Design plic_lite_flat, sky130hd; sources not shown.
Run 1, the metal 2 layer:
Scale bar: 20 um.
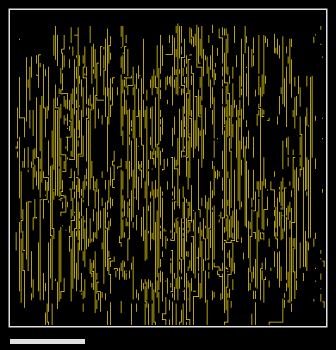
nets with wire on the layer: 527
longest straight run: 42.8 um
share of all routed wire: 45%
main direction: vertical
grt met2 use: 52.8%
final WL: 11200 um
vias after detailed routing: 3864

Run 1, logic cells by family:
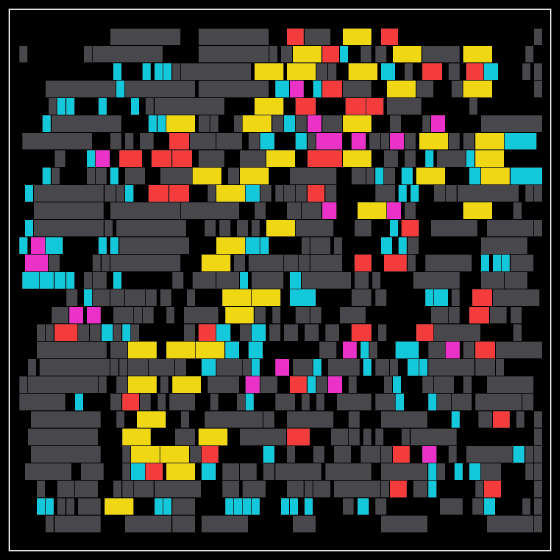
legend:
  AND and OR gates:
    color: magenta
    cells: 19
  NOR gates:
    color: cyan
    cells: 101
    most_used: nor2_1
    where: all over the die
  adder and majority cells:
    color: yellow
    cells: 43
    most_used: ha_1
    where: all over the die
  AND-OR and OR-AND gates:
    color: red
    cells: 36
    most_used: o21a_1
    where: all over the die
final non-filler cell total: 590
Comb/total area: 63.2%
most common logic cell in the routed design: nor2_1

Run 1, metal 3:
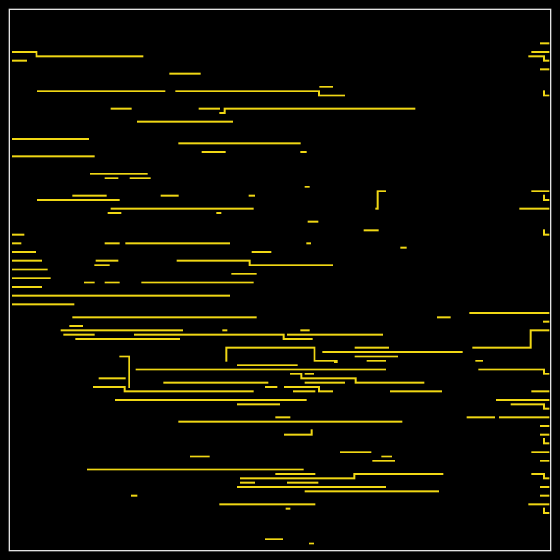
nets with wire on the layer: 95
longest straight run: 38.9 um
share of all routed wire: 9.3%
main direction: horizontal
met3 Use GR: 5.41%

==> out/qor.csv, run 1 <==
stage,metric,value,unit
status,outcome,"finished, violations left",
status,failing checks,DRC,
timing,Slew headroom,33.1,%
setup_path,Critical Path Sink Type,output pin,
layout,post-layout util,69.8,%
setup_path,Buf/Inv on CP,2,
global_routing,initial antenna violation count,0,
setup_path,slowest CP cell,a221oi_1,
synth,aoi share,24.2,%
layout,logic area,0.00285,mm2
synth,synthesized area,0.00442,mm2
layout,Layout clock area frac,2.83,%
pwr,P_comb,0.0000162,W
placed_design,DP Cell Count,582,
setup_path,crit path DAT,13.49,ns
timing,Final Max Slew Viols,0,
layout,ANT cells,0,
global_routing,grt ovf,0,
pwr,sequential power share,53.5,%
setup_path,WP data required,25.92,ns
timing,final-report setup violation count,0,
die,die area,0.00713,mm2
routing,met3 routed WL,1050,um
synth,Syn Area/Cell,8.54,um2
setup_path,Setup crit start kind,flip-flop,
routing,top layer in use,met4,
global_routing,All-Layer GR Usage,32.5,%
placed_design,"worst slack, placed",12.99,ns
layout,nets,611,
pwr,combinational share of power,11.6,%
setup_path,Crit path top cell by count,ha_1,
layout,Layout area overhead,2.01,%
clock_network,Worst-path clk slew,0.11,ns
global_routing,first-pass GRT wire length,17800,um
layout,Reg area,0.00128,mm2
placed_design,GPL Wtd Cong,0.967,
die,Core Area,0.00646,mm2
global_routing,gr busiest metal,met2,
clock_network,clk buf depth,2,
global_routing,vias in the first global route,3555,
worst_hold_path,Worst Hold Class,flip-flop to flip-flop,
clock_network,cts bufs inserted,5,
layout,# fillers,537,
routing,DRT Pass-1 Iters,8,
synth,# Cells Yosys,517,
setup_path,Worst path top cell family by delay,AND-OR/OR-AND gates,
synth,Adder-Cell Fraction of Synth Area,12.2,%
layout,top cell category,logic gates,
routing,met2 wire len,5060,um
setup_path,Worst path depth,55,
synth,sequential area share after synthesis,29.0,%
placed_design,HPWL reported at the end of detailed placement,8760,um
pwr,P_clk,0.0000488,W
routing,wire length on met1,4710,um
layout,Non-CTS buffers,1,
synth,Top logic family,AND-OR/OR-AND gates,
layout,proportion of cell area occupied by registers,28.4,%
synth,synthesis-stage register bit count,52,
setup_path,critical path class,flip-flop to output pin,
worst_hold_path,worst hold stages,1,
placed_design,Buffers on Ports,0,
timing,RSZ-0062 raised after global routing,false,
layout,#MultiIn Comb,413,
synth,Cell Type Count,69,
routing,DRC viols,9,
timing,max frequency,50.1,MHz
pwr,Clk pwr share,34.9,%
global_routing,met1 usage,42.8,%
synth,Mux area share,5.33,%
clock_network,Root Driver,clkbuf_8,
layout,Inverters,39,
layout,max reg flops,24,
layout,Flop Count,52,
die,chip width,84.4,um
timing,WHS,0.507,ns
synth,xor+xnor area frac,0,%
pwr,top power group,sequential cells,
timing,Post-Route Setup TNS,0,ns
placed_design,placed cell areas,0.00438,mm2
setup_path,Crit path largest cell delay,0.77,ns
layout,Final non-clock buffer share,0.167,%
pwr,Seq power,0.0000747,W
die,Tapcell Cnt,77,
pwr,Max VDD drop,0.0204,mV
layout,clkbuf count,7,
die,fp util,68.4,%
setup_path,reg2reg setup slack,19.46,ns
flow_run,Max Cap Violations,0,
pwr,cell-internal power,0.000102,W
synth,Cells after Synth,517,
==> run 1: logic make-up after synthesis <==
logic type | count (synthesis)
AOI/OAI and AO/OA | 137
DFF | 52
adders and majority gates | 43
buffers and inverters | 74
other | 1
and+or+nand+nor | 188
muxes | 22
==> run 1: cell usage after synthesis (all sizes together) (9+ instances only) <==
cell type	n	area (um2)
nor2	68	265
ha	43	538
inv	39	146
nand2	36	143
dfxtp	28	561
a21oi	27	150
buf	24	184
edfxtp	24	721
nand3	24	120
o21ai	23	119
nor3	15	80.1
nor2b	14	103
mux2i	13	130
o21a	12	91.3
clkbuf	11	41.3
a22oi	9	72.6
mux2	9	105
--- run 2 (diff from run 1) ---
==> constraint.sdc (replaced) <==
create_clock -name clk -period 19.9 [get_ports clk]
set_input_delay 3.98 -clock clk [delete_from_list [all_inputs] [get_ports clk]]
set_output_delay 3.98 -clock clk [all_outputs]
set_load 0.02 [all_outputs]
Run 2, logic cells by family:
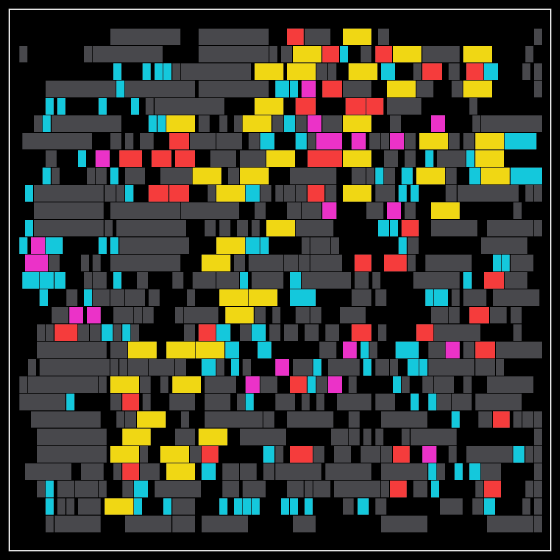
legend:
  adder and majority cells:
    color: yellow
    cells: 43
    most_used: ha_1
    where: all over the die
  NOR gates:
    color: cyan
    cells: 101
    most_used: nor2_1
    where: all over the die
  AND and OR gates:
    color: magenta
    cells: 19
  AND-OR and OR-AND gates:
    color: red
    cells: 36
    most_used: o21a_1
    where: all over the die

==> out/qor.csv, run 2 <==
stage,metric,value,unit,change
layout,proportion of cell area occupied by registers,28.4,%,unchanged
layout,Non-CTS buffers,1,,unchanged
pwr,P_clk,0.0000791,W,was 0.0000488 W
pwr,pwr/cell area,50.4,mW/mm2,was 31.0 mW/mm2
layout,Layout clock area frac,2.83,%,unchanged
layout,Comb/total area,63.2,%,unchanged
setup_path,Crit path top cell by count,ha_1,,unchanged
synth,yosys simple share,20.8,%,unchanged
layout,post-layout util,69.8,%,unchanged
layout,Layout area overhead,2.01,%,unchanged
timing,RSZ-0062 raised after global routing,false,,unchanged
synth,Mux area share,5.33,%,unchanged
layout,Inverters,39,,unchanged
setup_path,slowest CP cell,a221oi_1,,unchanged
synth,# Cells Yosys,517,,unchanged
synth,xor+xnor area frac,0,%,unchanged
setup_path,Crit path largest cell delay,0.77,ns,about the same
placed_design,HPWL reported at the end of detailed placement,8750,um,was 8760 um
pwr,P_comb,0.0000262,W,was 0.0000162 W
synth,Adder-Cell Fraction of Synth Area,12.2,%,unchanged
layout,logic area,0.00285,mm2,unchanged
layout,max reg flops,24,,unchanged
synth,count of library flops with an enable pin,24,,unchanged
routing,DRT Pass-1 Iters,8,,unchanged
timing,Slew headroom,30.5,%,was 33.1%
synth,Cells after Synth,517,,unchanged
synth,sequential area share after synthesis,29.0,%,unchanged
timing,Post-Route Setup TNS,0,ns,unchanged
die,DIE HEIGHT,84.4,um,unchanged
layout,nets,611,,unchanged
placed_design,placed cell areas,0.00438,mm2,unchanged
die,Tapcell Cnt,77,,unchanged
worst_hold_path,worst hold stages,1,,unchanged
pwr,combinational share of power,11.6,%,about the same
pwr,cell-internal power,0.000166,W,was 0.000102 W
synth,Post-synth top cells,"66 x nor2_1, 43 x ha_1, 39 x inv_1",,unchanged
setup_path,Setup crit start kind,flip-flop,,unchanged
synth,"area share, top type",16.3,%,unchanged
placed_design,Buffers on Ports,0,,unchanged
placed_design,GPL Wtd Cong,0.967,,about the same
setup_path,reg2reg setup slack,6.93,ns,was 19.46 ns
pwr,Max VDD drop,0.0334,mV,was 0.0204 mV
die,fp util,68.4,%,unchanged
timing,"Hold Vio Cnt, Final",0,,unchanged
clock_network,Worst-path clk slew,0.11,ns,about the same
synth,Syn Area/Cell,8.54,um2,unchanged
synth,aoi share,24.2,%,unchanged
die,chip width,84.4,um,unchanged
layout,Final non-clock buffer share,0.167,%,unchanged
layout,top cell category,logic gates,,unchanged
pwr,sequential power share,53.6,%,was 53.5%
layout,Flop Count,52,,unchanged
clock_network,Root Driver,clkbuf_8,,unchanged
setup_path,critical path class,flip-flop to output pin,,unchanged
flow_run,Max Cap Violations,0,,unchanged
global_routing,grt ovf,0,,unchanged
die,Core Area,0.00646,mm2,unchanged
placed_design,DP Cell Count,582,,unchanged
timing,Final Max Slew Viols,0,,unchanged
timing,max frequency,57.1,MHz,
global_routing,initial antenna violation count,0,,unchanged
routing,DRC viols,21,,was 9
global_routing,vias in the first global route,3582,,was 3555
placed_design,"worst slack, placed",2.97,ns,was 12.99 ns
die,die area,0.00713,mm2,unchanged
synth,synthesized area,0.00442,mm2,unchanged
pwr,top power group,sequential cells,,unchanged
layout,final non-filler cell total,590,,unchanged
synth,Synth top cell by count,nor2_1,,unchanged
status,outcome,"finished, violations left",,unchanged
global_routing,All-Layer GR Usage,32.5,%,about the same
layout,#MultiIn Comb,413,,unchanged
timing,WHS,0.506,ns,was 0.507 ns
synth,Top logic family,AND-OR/OR-AND gates,,unchanged
status,failing checks,DRC,,unchanged
layout,clkbuf count,7,,unchanged
synth,Cell area leaders,"edfxtp_1 16%, dfxtp_1 13%, ha_1 12%",,unchanged
synth,Cell Type Count,69,,unchanged
layout,most common logic cell in the routed design,nor2_1,,unchanged
setup_path,Critical Path Sink Type,output pin,,unchanged
clock_network,cts bufs inserted,5,,unchanged
clock_network,clk buf depth,2,,unchanged
timing,final-report setup violation count,0,,unchanged
layout,Reg area,0.00128,mm2,unchanged
pwr,Clk pwr share,34.9,%,about the same
pwr,Seq power,0.000122,W,was 0.0000747 W
synth,leading area contributor after synthesis,edfxtp_1,,unchanged
routing,vias per cell,6.56,,was 6.55
layout,ANT cells,0,,unchanged
Run 2, the metal 2 layer:
Scale bar: 20 um.
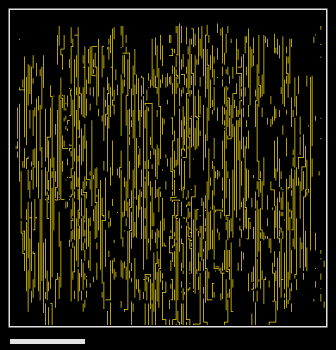
share of all routed wire: 46%
nets with wire on the layer: 526
wire length on this layer: 5130 um
longest straight run: 46.2 um
vias after detailed routing: 3872
final WL: 11200 um
grt met2 use: 53.4%

run 2: cell counts after synthesis:
No cell type changed its count.
run 2: worst max-delay path: cells and delay by family, from the launching register on:
kind	cells	cell delay [ns]
DFF	1	0.37
buffers and inverters	2	0.25
adders and majority gates	8	2.53
muxes	3	0.99
and+or+nand+nor	15	2.91
AOI/OAI and AO/OA	27	6.15
run 2: routing by layer:
| layer | share of wire [%] | vias up | GRT usage (%) |
|---|---|---|---|
| met2 | 46 | 171 | 53.4 |
| met4 | 3.7 | 0 | 13.4 |
| met5 | 0 | - | 0 |
| met3 | 8.2 | 36 | 5.70 |
| li1 | - | 1843 | - |
| met1 | 42 | 1822 | 42.4 |
No activity file was given, so power comes from the tool's default toggle rates.
